**Routing congestion map**

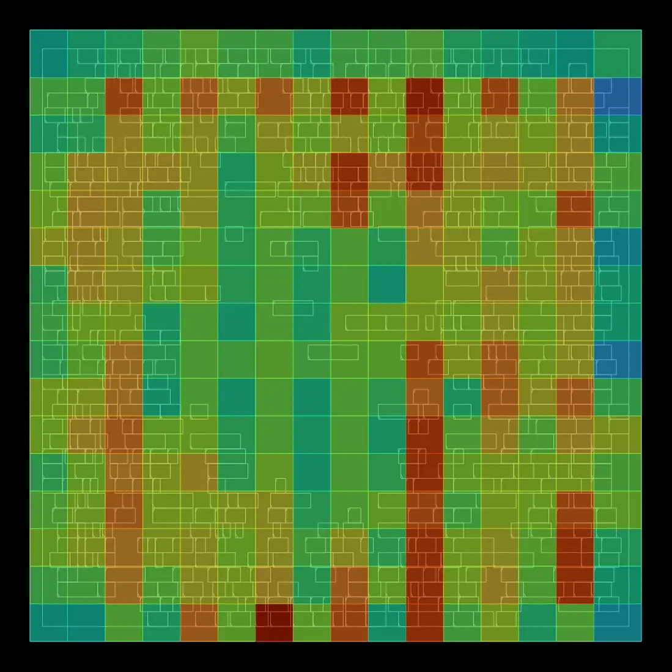
**The metal 1 layer**

Scale: 2 px per micron.
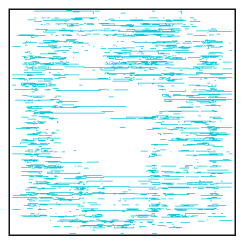
--- src/rtl/mem_arbiter.sv ---
// mem_arbiter: round-robin arbiter sharing one memory port between fetch and data requesters
// Ports:
//   clk_i, rst_i                       clock, synchronous active-high reset
//   if_req_i/if_addr_i                 fetch request (read-only)
//   if_gnt_o/if_rvalid_o/if_rdata_o    fetch grant and response
//   dm_req_i/addr/we/be/wdata          data request
//   dm_gnt_o/dm_rvalid_o/dm_rdata_o    data grant and response
//   mem_req_o/addr/we/be/wdata         shared memory request, held from latched registers
//   mem_gnt_i/mem_rvalid_i/mem_rdata_i memory accept and response
module mem_arbiter #(
    parameter int WORD_SIZE = 32
) (
    input  logic                   clk_i,
    input  logic                   rst_i,
    input  logic                   if_req_i,
    input  logic [WORD_SIZE-1:0]   if_addr_i,
    output logic                   if_gnt_o,
    output logic                   if_rvalid_o,
    output logic [WORD_SIZE-1:0]   if_rdata_o,
    input  logic                   dm_req_i,
    input  logic [WORD_SIZE-1:0]   dm_addr_i,
    input  logic                   dm_we_i,
    input  logic [WORD_SIZE/8-1:0] dm_be_i,
    input  logic [WORD_SIZE-1:0]   dm_wdata_i,
    output logic                   dm_gnt_o,
    output logic                   dm_rvalid_o,
    output logic [WORD_SIZE-1:0]   dm_rdata_o,
    output logic                   mem_req_o,
    output logic [WORD_SIZE-1:0]   mem_addr_o,
    output logic [WORD_SIZE-1:0]   mem_wdata_o,
    output logic                   mem_we_o,
    output logic [WORD_SIZE/8-1:0] mem_be_o,
    input  logic                   mem_gnt_i,
    input  logic                   mem_rvalid_i,
    input  logic [WORD_SIZE-1:0]   mem_rdata_i
);
    typedef enum logic [1:0] {IDLE, ISSUE, WAIT} state_t;
    state_t state;
    logic last_dm, owner_dm, pick_dm, grant, resp;
    // DM wins when alone, or on a tie when fetch was served last
    assign pick_dm     = dm_req_i & (~if_req_i | ~last_dm);
    assign grant       = ~rst_i & (state == IDLE) & (if_req_i | dm_req_i);
    assign if_gnt_o    = grant & ~pick_dm;
    assign dm_gnt_o    = grant & pick_dm;
    assign resp        = ~rst_i & (state == WAIT) & mem_rvalid_i;
    assign if_rvalid_o = resp & ~owner_dm;
    assign dm_rvalid_o = resp & owner_dm;
    assign if_rdata_o  = rst_i ? '0 : mem_rdata_i;
    assign dm_rdata_o  = rst_i ? '0 : mem_rdata_i;
    always_ff @(posedge clk_i) begin
        if (rst_i) begin
            state       <= IDLE;
            last_dm     <= 1'b1;
            owner_dm    <= 1'b0;
            mem_req_o   <= 1'b0;
            mem_addr_o  <= '0;
            mem_wdata_o <= '0;
            mem_we_o    <= 1'b0;
            mem_be_o    <= '0;
        end else begin
            case (state)
                IDLE: if (grant) begin
                    state       <= ISSUE;
                    mem_req_o   <= 1'b1;
                    owner_dm    <= pick_dm;
                    last_dm     <= pick_dm;
                    mem_addr_o  <= pick_dm ? dm_addr_i : if_addr_i;
                    mem_wdata_o <= pick_dm ? dm_wdata_i : '0;
                    mem_we_o    <= pick_dm & dm_we_i;
                    mem_be_o    <= pick_dm ? dm_be_i : '1;
                end
                ISSUE: if (mem_gnt_i) begin
                    state     <= WAIT;
                    mem_req_o <= 1'b0;
                end
                WAIT: if (mem_rvalid_i) state <= IDLE;
                default: state <= IDLE;
            endcase
        end
    end
endmodule

--- config.mk ---
export PLATFORM = sky130hd
export DESIGN_NAME = mem_arbiter
export DESIGN_NICKNAME = d
export VERILOG_FILES = /design/src/rtl/mem_arbiter.sv
export SDC_FILE = /design/constraint.sdc
export NUM_CORES = 1
export LEC_CHECK = 0
export CORE_MARGIN = 2
export CORE_UTILIZATION = 29
export DETAILED_ROUTE_END_ITERATION = 7
export GPL_ROUTABILITY_DRIVEN = 0
export PLACE_DENSITY = 0.73
export SETUP_SLACK_MARGIN = 0.4
export SYNTH_ARGS = -nofsm -noshare
export SYNTH_HDL_FRONTEND = slang
export SYNTH_SLANG_ARGS = --single-unit
--- constraint.sdc ---
create_clock -name clk_i -period 3.3 [get_ports clk_i]
set_input_delay 0.66 -clock clk_i [delete_from_list [all_inputs] [get_ports clk_i]]
set_output_delay 0.66 -clock clk_i [all_outputs]
set_load 0.02 [all_outputs]
==> CHANGELOG.md <==
## Flow update

* Initial antenna violation count at 0
* Io pins at 277
* Psw at 779 uW
* Top cell area share at 43.6%
* RSZ-0062 raised after global routing: false
* Setup WS post-layout at 0.524 ns
* Reg-to-Reg Start: state[1]
* # Cells Yosys at 375
* Endpoint class of the critical path: output port
* Most numerous cell in the Yosys netlist: dfxtp_1
* Vias/cell at 4.83
* Worst path required time at 2.64 ns
* CTS clock-pin slew for the worst setup and hold paths at 0.06 ns
* RR Endpoint: mem_wdata_o[14]
* Number of setup violations in the final report at 0
* First-pass GRT wire length at 19,000 microns
* CP Data Arrival Time at 2.12 ns
* Gate power share at 27.2%
* EDFF count, synth at 0
* # DRC at 0
* Row count at 39
* Reg2reg path depth at 3
* Drt first pass iters at 5
* Mapped Area at 3400 sq um
* Fin. max-slew vios at 0
* Inst Count DP at 738
* Clk_lat worst skew at 0.33 ns
* Synthesized registers at 74
* Yosys chip area at 3400 sq um
* Leading area contributor after synthesis: dfxtp_1
* Share of power burned in registers at 35.6%
* Fin cells at 754
* GR Util All Layers at 18.8%
* Core Box Area at 11,400 sq um
* Post-DP HPWL at 9520 microns
* H-tree depth at 3
* Worst slew pin tran at 0.883 ns
* Die H at 112 microns
* Top cells by count: dfxtp_1 (74), nand2_1 (45), buf_4 (34)
* Max clock buf depth at 2
* Hold path depth at 1
* Worst Hold End: mem_wdata_o[15]
* Max VDD drop at 0.331 mV
* Die width at 112 microns
* Area Overhead vs Synth at 86.3%
* Clock buffers created by TritonCTS at 9
* Antenna Violating Nets Remaining at 0
* Fin. Hold Viols at 0
* Max FO, Critical Path at 2
* Hold Path Class: flip-flop to flip-flop
* Setup TNS at 0 ns
* Power Density at 444 nW/um^2
* Worst Clk Skew at 0.00703 ns
* Ys async rst share at 0%
* Remaining Overflow, GRT at 0
* Netlist cell types at 34
* Pre-CTS WS at 0.367 ns
* Avg Cell Area, Syn at 9.06 sq um
* CTS Sinks at 74
* Port Buffer Count at 276
* R2r setup slk at 1.32 ns
* Switching share of power at 27.7%
* Synthesized Nets at 514
* Top_reg_cell synth: dfxtp_1
* Period Utilization, post-route at 84.1%
* Clk network pwr share at 37.2%
* Status: finished, final reports clean
* DRT iter0 DRCs at 166
* Slew headroom at 40.9%
* Min-Delay Startpoint: mem_wdata_o[15]
* CTS root buf: clkbuf_16
* Final net count at 745
* Top cells by area: dfxtp_1 (44%), a22o_1 (8.5%), buf_4 (7.5%)
* # Max-Cap Violations at 0
* Fraction of layout cells with a size suffix above 1 at 5.56%
* Number of global-route vias before repair at 3,553
* Starting Density at 29.8%
* Full die area at 12,600 sq um
* P_int at 2030 uW
Back to the opening pictures, 'routing congestion map':
fin util: 55.4%
grt peak-use layer: met2
routed len/inst: 16.8 microns

Back to the opening pictures, 'the metal 1 layer':
wire length on this layer = 5,210 microns
nets with wire on the layer = 640
share of all routed wire = 41%
main direction = horizontal
drt total wl: 12,700 microns
GR Util met1: 22.3%
Vias: 3,645

-- power groups by stage --
stage / Sequential [uW] / Clock, uW / Combinational [uW]
floorplan: 1090 / 0 / 297
global placement: 1020 / 0 / 758
detailed placement: 1020 / 0 / 765
CTS: 1000 / 1070 / 769
global route: 1010 / 1110 / 808
finish: 1000 / 1040 / 763
-- placed cells by master (no fill, tap or decap), types with 9 or more instances in the layout --
| cell | instances |
|---|---|
| a21oi_1 | 24 |
| a22o_1 | 33 |
| a311oi_1 | 22 |
| nand4_1 | 10 |
| o21ai_0 | 15 |
| dfxtp_1 | 74 |
| buf_4 | 9 |
| nand2_1 | 45 |
| nand3_1 | 10 |
| nor2b_1 | 32 |
| clkbuf_16 | 9 |
| a31oi_1 | 10 |
| clkdlybuf4s50_1 | 272 |
-- critical path, stage by stage --
cell,delay (ns)
clkdlybuf4s50_1,0.49
inv_1,0.06
nor4_1,0.25
clkdlybuf4s50_1,0.66
-- layer usage --
layer  wire, microns  track usage [%]
met2            6210             32.2
met1            5210             22.3
met3            1110             6.97
met4             154             4.80
met5               0                0
-- state kept, by name, indices dropped and copies added (netlist names) --
signal	flops
state	2
mem_req_o	1
owner_dm	1
last_dm	1
mem_addr_o	32
mem_be_o	4
mem_we_o	1
mem_wdata_o	32
-- area by class of cell --
class                           instances  area (sq um)
Clock buffer                           10           229
Clock inverter                          6          87.6
Fill cell                            1045          5090
Inverter                                3          11.3
Multi-Input combinational cell        231          1470
Sequential cell                        74          1480
Tap cell                              143           179
Timing Repair Buffer                  287          2870
-- cell families (layout without fill, tap and decap cells) --
| kind of cell | Yosys count | count (layout) | synth area share (%) |
|---|---|---|---|
| AND/OR/NAND/NOR | 115 | 115 | 18.3 |
| flip-flops | 74 | 74 | 43.6 |
| AND-OR/OR-AND | 116 | 116 | 25.0 |
| buffers and inverters | 70 | 306 | 13.1 |
-- through the flow --
step	power, uW	instance area [sq um]	hold WS [ns]
final	2810	6330	0.476
after global routing	2930	6330	0.486
after CTS	2840	6320	0.476
after detailed placement	1780	6010	0.458
after global placement	1770	6010	0.455
after floorplan	1390	3400	0.441
-- worst max path at each step --
stage	start	endpoint	slack, ns
6_report	mem_rvalid_i	if_rvalid_o	0.52
5_1_grt	rst_i	dm_rdata_o[14]	0.50
4_1_cts	dm_req_i	if_gnt_o	0.43
3_5_place_dp	dm_req_i	dm_gnt_o	0.37
3_3_place_gp	dm_req_i	dm_gnt_o	0.39
2_1_floorplan	rst_i	dm_rvalid_o	0.60
-- timing repair --
| action | in CTS | in global routing |
|---|---|---|
| hold buffers | 0 | 0 |
| pin swaps | 0 | 0 |
| endpoints found under the setup margin | 1 | 2 |
| buffers inserted | 0 | 0 |
| resized | 1 | 2 |
Power figures rest on the tool's default switching activity, not on a simulated workload.
